--- src/rtl/uart_rx_fifo.sv ---
// rtl/uart_rx_fifo.sv - show-ahead receive byte FIFO with sticky overflow flag
// Optional almost_full comparison is built only when UART_RX_FIFO_AF_EN is defined.
module uart_rx_fifo #(
  parameter int DEPTH    = 16,
  parameter int AF_LEVEL = 12
) (
  input  logic                     clk,
  input  logic                     rst,
  input  logic                     push,
  input  logic [7:0]               wdata,
  input  logic                     pop,
  output logic [7:0]               rdata,
  output logic                     empty,
  output logic                     full,
  output logic [$clog2(DEPTH):0]   count,
  output logic                     overflow,
  input  logic                     clr_ovf,
  output logic                     almost_full
);

  localparam int AW = $clog2(DEPTH);
  localparam int CW = AW + 1;

  if (DEPTH < 2 || (DEPTH & (DEPTH - 1)) != 0) begin : g_bad_depth
    $error("uart_rx_fifo: DEPTH must be a power of two >= 2");
  end
  if (AF_LEVEL < 1 || AF_LEVEL > DEPTH - 1) begin : g_bad_af
    $error("uart_rx_fifo: AF_LEVEL must be in 1..DEPTH-1");
  end

  logic [7:0]    mem [DEPTH];
  logic [AW-1:0] wp;
  logic [AW-1:0] rp;
  logic [CW-1:0] cnt;
  logic          ovf;
  logic          push_ok;
  logic          pop_ok;

  assign empty   = (cnt == '0);
  assign full    = (cnt == CW'(DEPTH));
  // A pop in the same cycle frees the slot, so a full FIFO still accepts the push.
  assign push_ok = push && (!full || pop);
  assign pop_ok  = pop && !empty;

  always_ff @(posedge clk or negedge rst) begin
    if (!rst) begin
      for (int i = 0; i < DEPTH; i++) mem[i] <= 8'h00;
      wp  <= '0;
      rp  <= '0;
      cnt <= '0;
      ovf <= 1'b0;
    end else begin
      if (push_ok) begin
        mem[wp] <= wdata;
        wp      <= wp + 1'b1;
      end
      if (pop_ok) rp <= rp + 1'b1;
      case ({push_ok, pop_ok})
        2'b10:   cnt <= cnt + 1'b1;
        2'b01:   cnt <= cnt - 1'b1;
        default: cnt <= cnt;
      endcase
      if (push && !push_ok) ovf <= 1'b1;
      else if (clr_ovf)     ovf <= 1'b0;
    end
  end

  assign rdata    = mem[rp];
  assign count    = cnt;
  assign overflow = ovf;

`ifdef UART_RX_FIFO_AF_EN
  assign almost_full = (cnt >= CW'(AF_LEVEL));
`else
  assign almost_full = 1'b0;
`endif

endmodule
--- config.mk ---
export PLATFORM = sky130hd
export DESIGN_NAME = uart_rx_fifo
export DESIGN_NICKNAME = d
export VERILOG_FILES = /design/src/rtl/uart_rx_fifo.sv
export SDC_FILE = /design/constraint.sdc
export NUM_CORES = 1
export LEC_CHECK = 0
export ABC_AREA = 0
export CAP_MARGIN = 30
export CORE_UTILIZATION = 55
export CTS_CLUSTER_DIAMETER = 120
export CTS_CLUSTER_SIZE = 24
export DETAILED_ROUTE_END_ITERATION = 8
export PLACE_DENSITY = 0.73
export SYNTH_ARGS = -nofsm -noshare
export SYNTH_HDL_FRONTEND = slang
export SYNTH_SLANG_ARGS = --single-unit
--- constraint.sdc ---
create_clock -name clk -period 3.8 [get_ports clk]
set_input_delay 0.95 -clock clk [delete_from_list [all_inputs] [get_ports clk]]
set_output_delay 0.95 -clock clk [all_outputs]
set_load 0.01 [all_outputs]
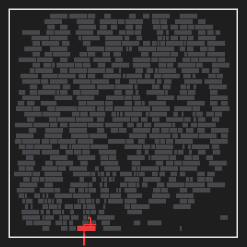
*Port wiring, run 1*
Scale: 2 px per µm.
[`overflow`] red | bits: 1 | direction: output | edge: south | end cells: 1 | buffers: 1 | wire: 20.2 µm

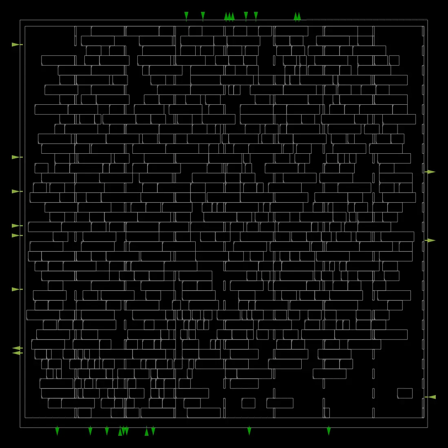
*Placement view, run 1*
# Taps: 168
flop count: 142

==> summary.txt, run 1 <==
run results: status=complete, no violations, postcts setup bufs=0, crit path cell chain=and2_1 -> a221oi_1 -> o21ai_0 -> nand2_1 -> clkdlybuf4s50_1, post-synthesis chip area from yosys=6810 µm², Critical-path top delay cell=dfrtp_1, Flop pwr share=0.374, Worst-Margin Slew=680 ps, Mapped Avg Cell Area=between 10 and 15 µm², fin. max-slew vios=0, Post-route DRC=0, min Tclk post-route=~3600 ps, Cell Type Count=37, MUX share of area=0.316, OpenROAD warnings=29, clock sinks=142, P_leak=3.40 nW, Top-area cell share=0.522, post-synthesis xor/xnor area fraction=0.0129, number of enable flip-flop cells=0, vias in the first global route=4,224, port buffer count=28, DRT antenna net count=0, H-tree depth=4, fillers=901, slack of the worst reg-to-reg path=810 ps, Hold Crit Class=primary input to async pin, first drt pass iteration count=4, Comb pwr share=0.407, Late-Pin Clk Latency=410 ps, Max IR drop VDD=approximately 0.43 mV, Synth Flop Type=dfrtp_1, Fin. Hold Viols=0, FMAX=280 MHz, layout cell share with drive strength beyond 1=0.410, Synth area leader=dfrtp_1, chip area=12,800 µm², FP Rows=40, Mapped Cells=481, Post-Syn Area=6810 µm², final net count=532, Synth flops=142, Logic power comb=0.00297 W, yosys stat cell total=481, vias=4,047, GPL Wtd Cong=0.804, DRT Wirelength=between 10,000 and 15,000 µm, sw power=0.00247 W, Cell area leaders=dfrtp_1 52%, mux2_2 22%, mux4_2 5.3%, largest net degree at the start of global routing=approximately 63, DR WL/cell=20.9 µm, Final Setup Violations=0, TritonCTS clock tree=built, CP startpoint=rp[2], Ys Warns=0, crit path DRT=2850 ps, DIE HEIGHT=between 100 and 150 µm, fa+ha+maj area frac=0.0195, number of CTS-inserted buffers=17, Worst EP arrival=2630 ps, CP Class=flop to output pin, PD cells=between 900 and 1000 nW/µm², fin crit share=0.941, Mapped Nets=504, hold_ws=slightly below 500 ps, Critical Path End=rdata[7], Rel. slew slack=0.546, Clock Tree Root=clkbuf_16, unrepaired setup endpoints after global routing=no, yosys simple share=0.0610, clock tree buffer depth=2, initial DRC count=249, Tot GR Track Use=0.248, Post-Layout Cell Count=between 600 and 700, top cells by count=142 x dfrtp_1, 136 x mux2_2, 24 x mux2i_1, Fin Clk Skew=4.41 ps, startpoint types=flop, CP endpoint kind=output pin, die width=113 µm, Reg2Reg Capture Point=count[4], RR Startpoint=count[0], final setup TNS=0 ps, Synth top cell by count=dfrtp_1
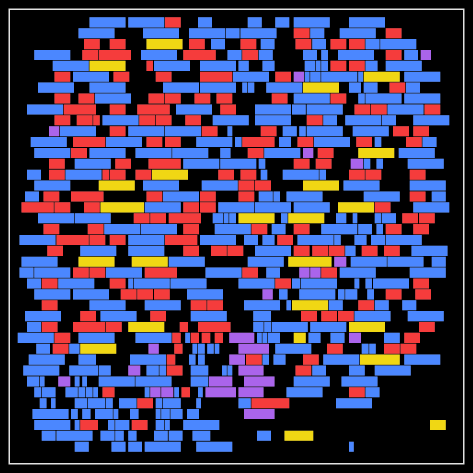
*Cell sizes after repair, run 1*
Scale: 4 px per µm.
[x6 and larger] yellow | cells: 23 | share: 4.4%
[x1 and smaller] blue | cells: 308 | share: 59%
[x2] red | cells: 167 | share: 32%
[x3 and x4] purple | cells: 24 | share: 4.6%
final setup margin: 224 ps
Signal buffers: 37
Layout area overhead: 15.2%
final instance area: 7840 µm²

## run 1: flip-flops by register name (all words and copies together), names as in the netlist
signal and count:
mem 128, count 5, overflow 1, wp 4
rp 4
## run 1: cell type report
class | count | share of cell area
flip-flops and latches | 142 | 0.453
multi-input cells | 303 | 0.394
clock buffers | 19 | 0.0552
repair buffers | 37 | 0.0487
well taps | 168 | 0.0268
clock inverters | 13 | 0.0182
inverters | 8 | 0.00383
## run 1: placed cells by master, fill, tap and decap left out, types with 2 or more instances in the layout
master           Yosys  layout
clkinvlp_4           0       2
a221oi_1             8       8
a22oi_1              8       8
and2_1               2       2
o21ai_0             20      20
inv_1                8       8
mux2_2             136     136
ha_1                 9       9
nand2_1             18      18
bufinv_16            0       2
mux2i_1             24      24
nor2b_1              4       4
nand4_4              4       4
clkdlybuf4s50_1      0      27
clkinv_2             0       3
nor2_2               8       8
nand3_1              8       8
clkinv_4             0       5
mux2_1               2       2
mux4_2              16      16
nor2_1               2       2
a21oi_1             10      10
clkbuf_16            0      17
dfrtp_1            142     141
xor2_1               4       4
clkbuf_1            16       2
xnor2_1              6       6
buf_4                3       7
nand3_4              3       3
## run 1: worst max-delay path: cells and delay by family (launching register included)
kind / cells / cell delay, ps
flops: 1 / 540
compound gates: 2 / 620
buf+inv: 1 / 530
simple gates: 2 / 520
## run 1: through the flow
stage | area (µm²) | utilization
finish | 7840 | 0.650
global route | 7840 | 0.650
CTS | 7840 | 0.650
detailed placement | 7260 | 0.602
global placement | 7240 | 0.600
floorplan | 6810 | -
## run 1: routing by layer
metal,vias up,routed length (µm),track usage
li1,1816,-,-
met3,14,346,0.0477
met1,2147,6670,0.352
met4,0,187,0.0825
met2,70,7210,0.389
met5,-,0,0
### Ports around the boundary, run 1

Scale: 4 px per µm. Pins as bars across the die edge, other pins in gray.
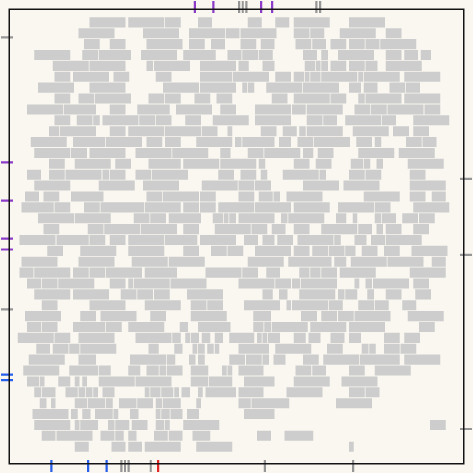

==> inputs of run 2 (changes only) <==
- CORE_ASPECT_RATIO: default -> 0.8
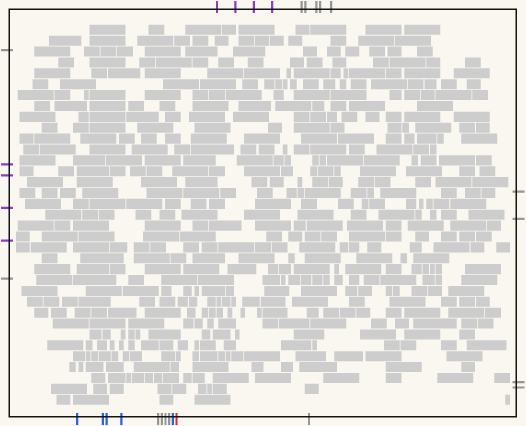
*Ports around the boundary, run 2*
Scale: 4 px per µm. Pins as bars across the die edge, other pins in gray.
[`count`] blue | pins: 5 | direction: output | edge: south
[`overflow`] red | pins: 1 | direction: output | edge: south
[`wdata`] purple | pins: 8 | direction: input | edge: 4 north, 4 west

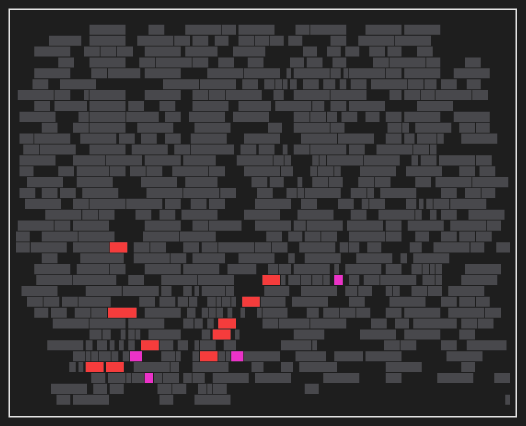
*Gate families picked out, run 2*
Scale: 4 px per µm.
[and/or cells] magenta | cells: 4 | most used: and2_1
[fa/ha/maj cells] red | cells: 10 | most used: ha_1
most frequent logic cell in the layout: dfrtp_1
Comb area share: 0.392

==> summary.txt, run 2 <==
run results: P_int=0.00498 W, FP Rows=35 (-13%), postcts setup bufs=0 (unchanged), die width=126 µm (+12%), status=complete, no violations, Max Used Layer=met4, Mapped Avg Cell Area=14.2 µm² (unchanged), final instance area=7880 µm² (+0.45%), fin crit share=0.937 (-0.00415), crit path DRT=2850 ps (about the same), Top-area cell share=0.522 (unchanged), number of CTS-inserted buffers=17 (unchanged), DRT antenna net count=0 (unchanged), clock sinks=142 (unchanged), Synth Flop Type=dfrtp_1, CP endpoint kind=output pin, DRT Wirelength=14,400 µm (about the same), port buffer count=28 (unchanged), Cell Type Count=37 (unchanged), Tot GR Track Use=0.247 (-0.00111), Comb pwr share=0.397 (-0.010), Hold Crit Class=primary input to async pin, met3 WL post-DR=584 µm (+69%), Post-Layout Cell Count=669 (-3.0%), chip area=12,800 µm² (about the same), Rel. slew slack=0.555 (+0.00854), Fin Clk Skew=7.46 ps (+3.05 ps), M1 WL=6840 µm (+2.6%), post-synthesis chip area from yosys=6810 µm² (unchanged), number of enable flip-flop cells=0 (unchanged), Synth area leader=dfrtp_1, Synth top cell by count=dfrtp_1, met2 WL=6820 µm (-5.4%), first drt pass iteration count=4 (unchanged), vias in the first global route=4,234 (+0.24%), largest net degree at the start of global routing=109 (+73%), Max IR drop VDD=0.427 mV (about the same), initial DRC count=240 (-3.6%), top cells by count=142 x dfrtp_1, 136 x mux2_2, 24 x mux2i_1, P_leak=3.41 nW (+0.32%), H-tree depth=4 (unchanged), final net count=531 (-0.19%), vias=4,049 (+0.049%), Cell Area, Placed=7220 µm² (-0.65%), slack of the worst reg-to-reg path=790 ps (-20 ps), Top Layout Cells=141 x dfrtp_1, 136 x mux2_2, 27 x clkdlybuf4s50_1, Worst EP arrival=2610 ps (-20 ps), DR WL/cell=21.5 µm (+3.0%), layout cell share with drive strength beyond 1=0.411 (+0.000787), RR Startpoint=count[1], clock tree buffer depth=2 (unchanged), yosys stat cell total=481 (unchanged), Ys Warns=0 (unchanged), GPL Wtd Cong=0.742 (-7.7%), CP Class=flop to output pin, DIE HEIGHT=102 µm (-10%), PD cells=948 nW/µm² (+1.8%), max reg flops=128 (unchanged), fin. max-slew vios=0 (unchanged), Late-Pin Clk Latency=410 ps (about the same), Mapped Cells=481 (unchanged), Cell area leaders=dfrtp_1 52%, mux2_2 22%, mux4_2 5.3%, startpoint types=flop, Layout area overhead=15.7%, Clock Tree Root=clkbuf_16, FMAX=281 MHz (+0.44%), fillers=837 (-7.1%), Post-Syn Area=6810 µm² (unchanged), Synth flops=142 (unchanged), final core utilization=0.669 (+0.0185), Worst-Margin Slew=668 ps (-12.8 ps), Mapped Nets=504 (unchanged), unrepaired setup endpoints after global routing=no
## run 2: area by class of cell
cell class | count | share of cell area
sequential | 142 | 0.451
multi-input combinational | 303 | 0.392
clock buffer | 19 | 0.0562
timing repair buffer | 36 | 0.0491
clock inverter | 13 | 0.0238
tap | 148 | 0.0235
inverter | 8 | 0.00381
## run 2: critical path: stages, from the launching register on
cell and delay, ps:
dfrtp_1 520, and2_1 390, a221oi_1 480, a22oi_1 160
nand2_1 100, clkdlybuf4s50_1 530
## run 2: kinds of logic after synthesis
family                   count (synthesis)  share of synthesized area
buffers and inverters                   36                     0.0244
AND/OR/NAND/NOR                         56                     0.0610
other                                    1                   0.000551
multiplexers                           178                      0.316
adder cells (fa/ha/maj)                 10                     0.0195
XOR/XNOR                                10                     0.0129
flip-flops                             142                      0.522
AND-OR/OR-AND                           48                     0.0432
## run 2: power by group through the flow
stage               logic [W]  clock network, W  registers (W)
CTS                   0.00298           0.00179        0.00272
global route          0.00322           0.00185        0.00282
floorplan             0.00218                 0        0.00255
finish                0.00296           0.00177        0.00273
global placement      0.00287                 0        0.00268
detailed placement    0.00295                 0        0.00274
## run 2: worst max-delay path by stage
stage          start       end  depth (start not counted)
4_1_cts        rp[2]  rdata[5]                          5
6_report       rp[2]  rdata[5]                          5
5_1_grt        rp[2]  rdata[5]                          5
3_3_place_gp     pop  count[4]                         11
2_1_floorplan   push  count[4]                          9
3_5_place_dp     pop  count[4]                         11
## run 2: stage by stage
stage | hold WS, ps | worst slack [ps]
2_1_floorplan | 460 | 791
3_3_place_gp | 469 | 280
3_5_place_dp | 491 | 183
4_1_cts | 505 | 260
5_1_grt | 314 | 43.4
6_report | 327 | 240
## run 2: metal layers
metal  track usage  vias up
met1         0.350     2146
li1              -     1820
met3        0.0449       12
met4        0.0760        0
met2         0.394       71
met5             0        -
Power and IR drop assume default switching activity.
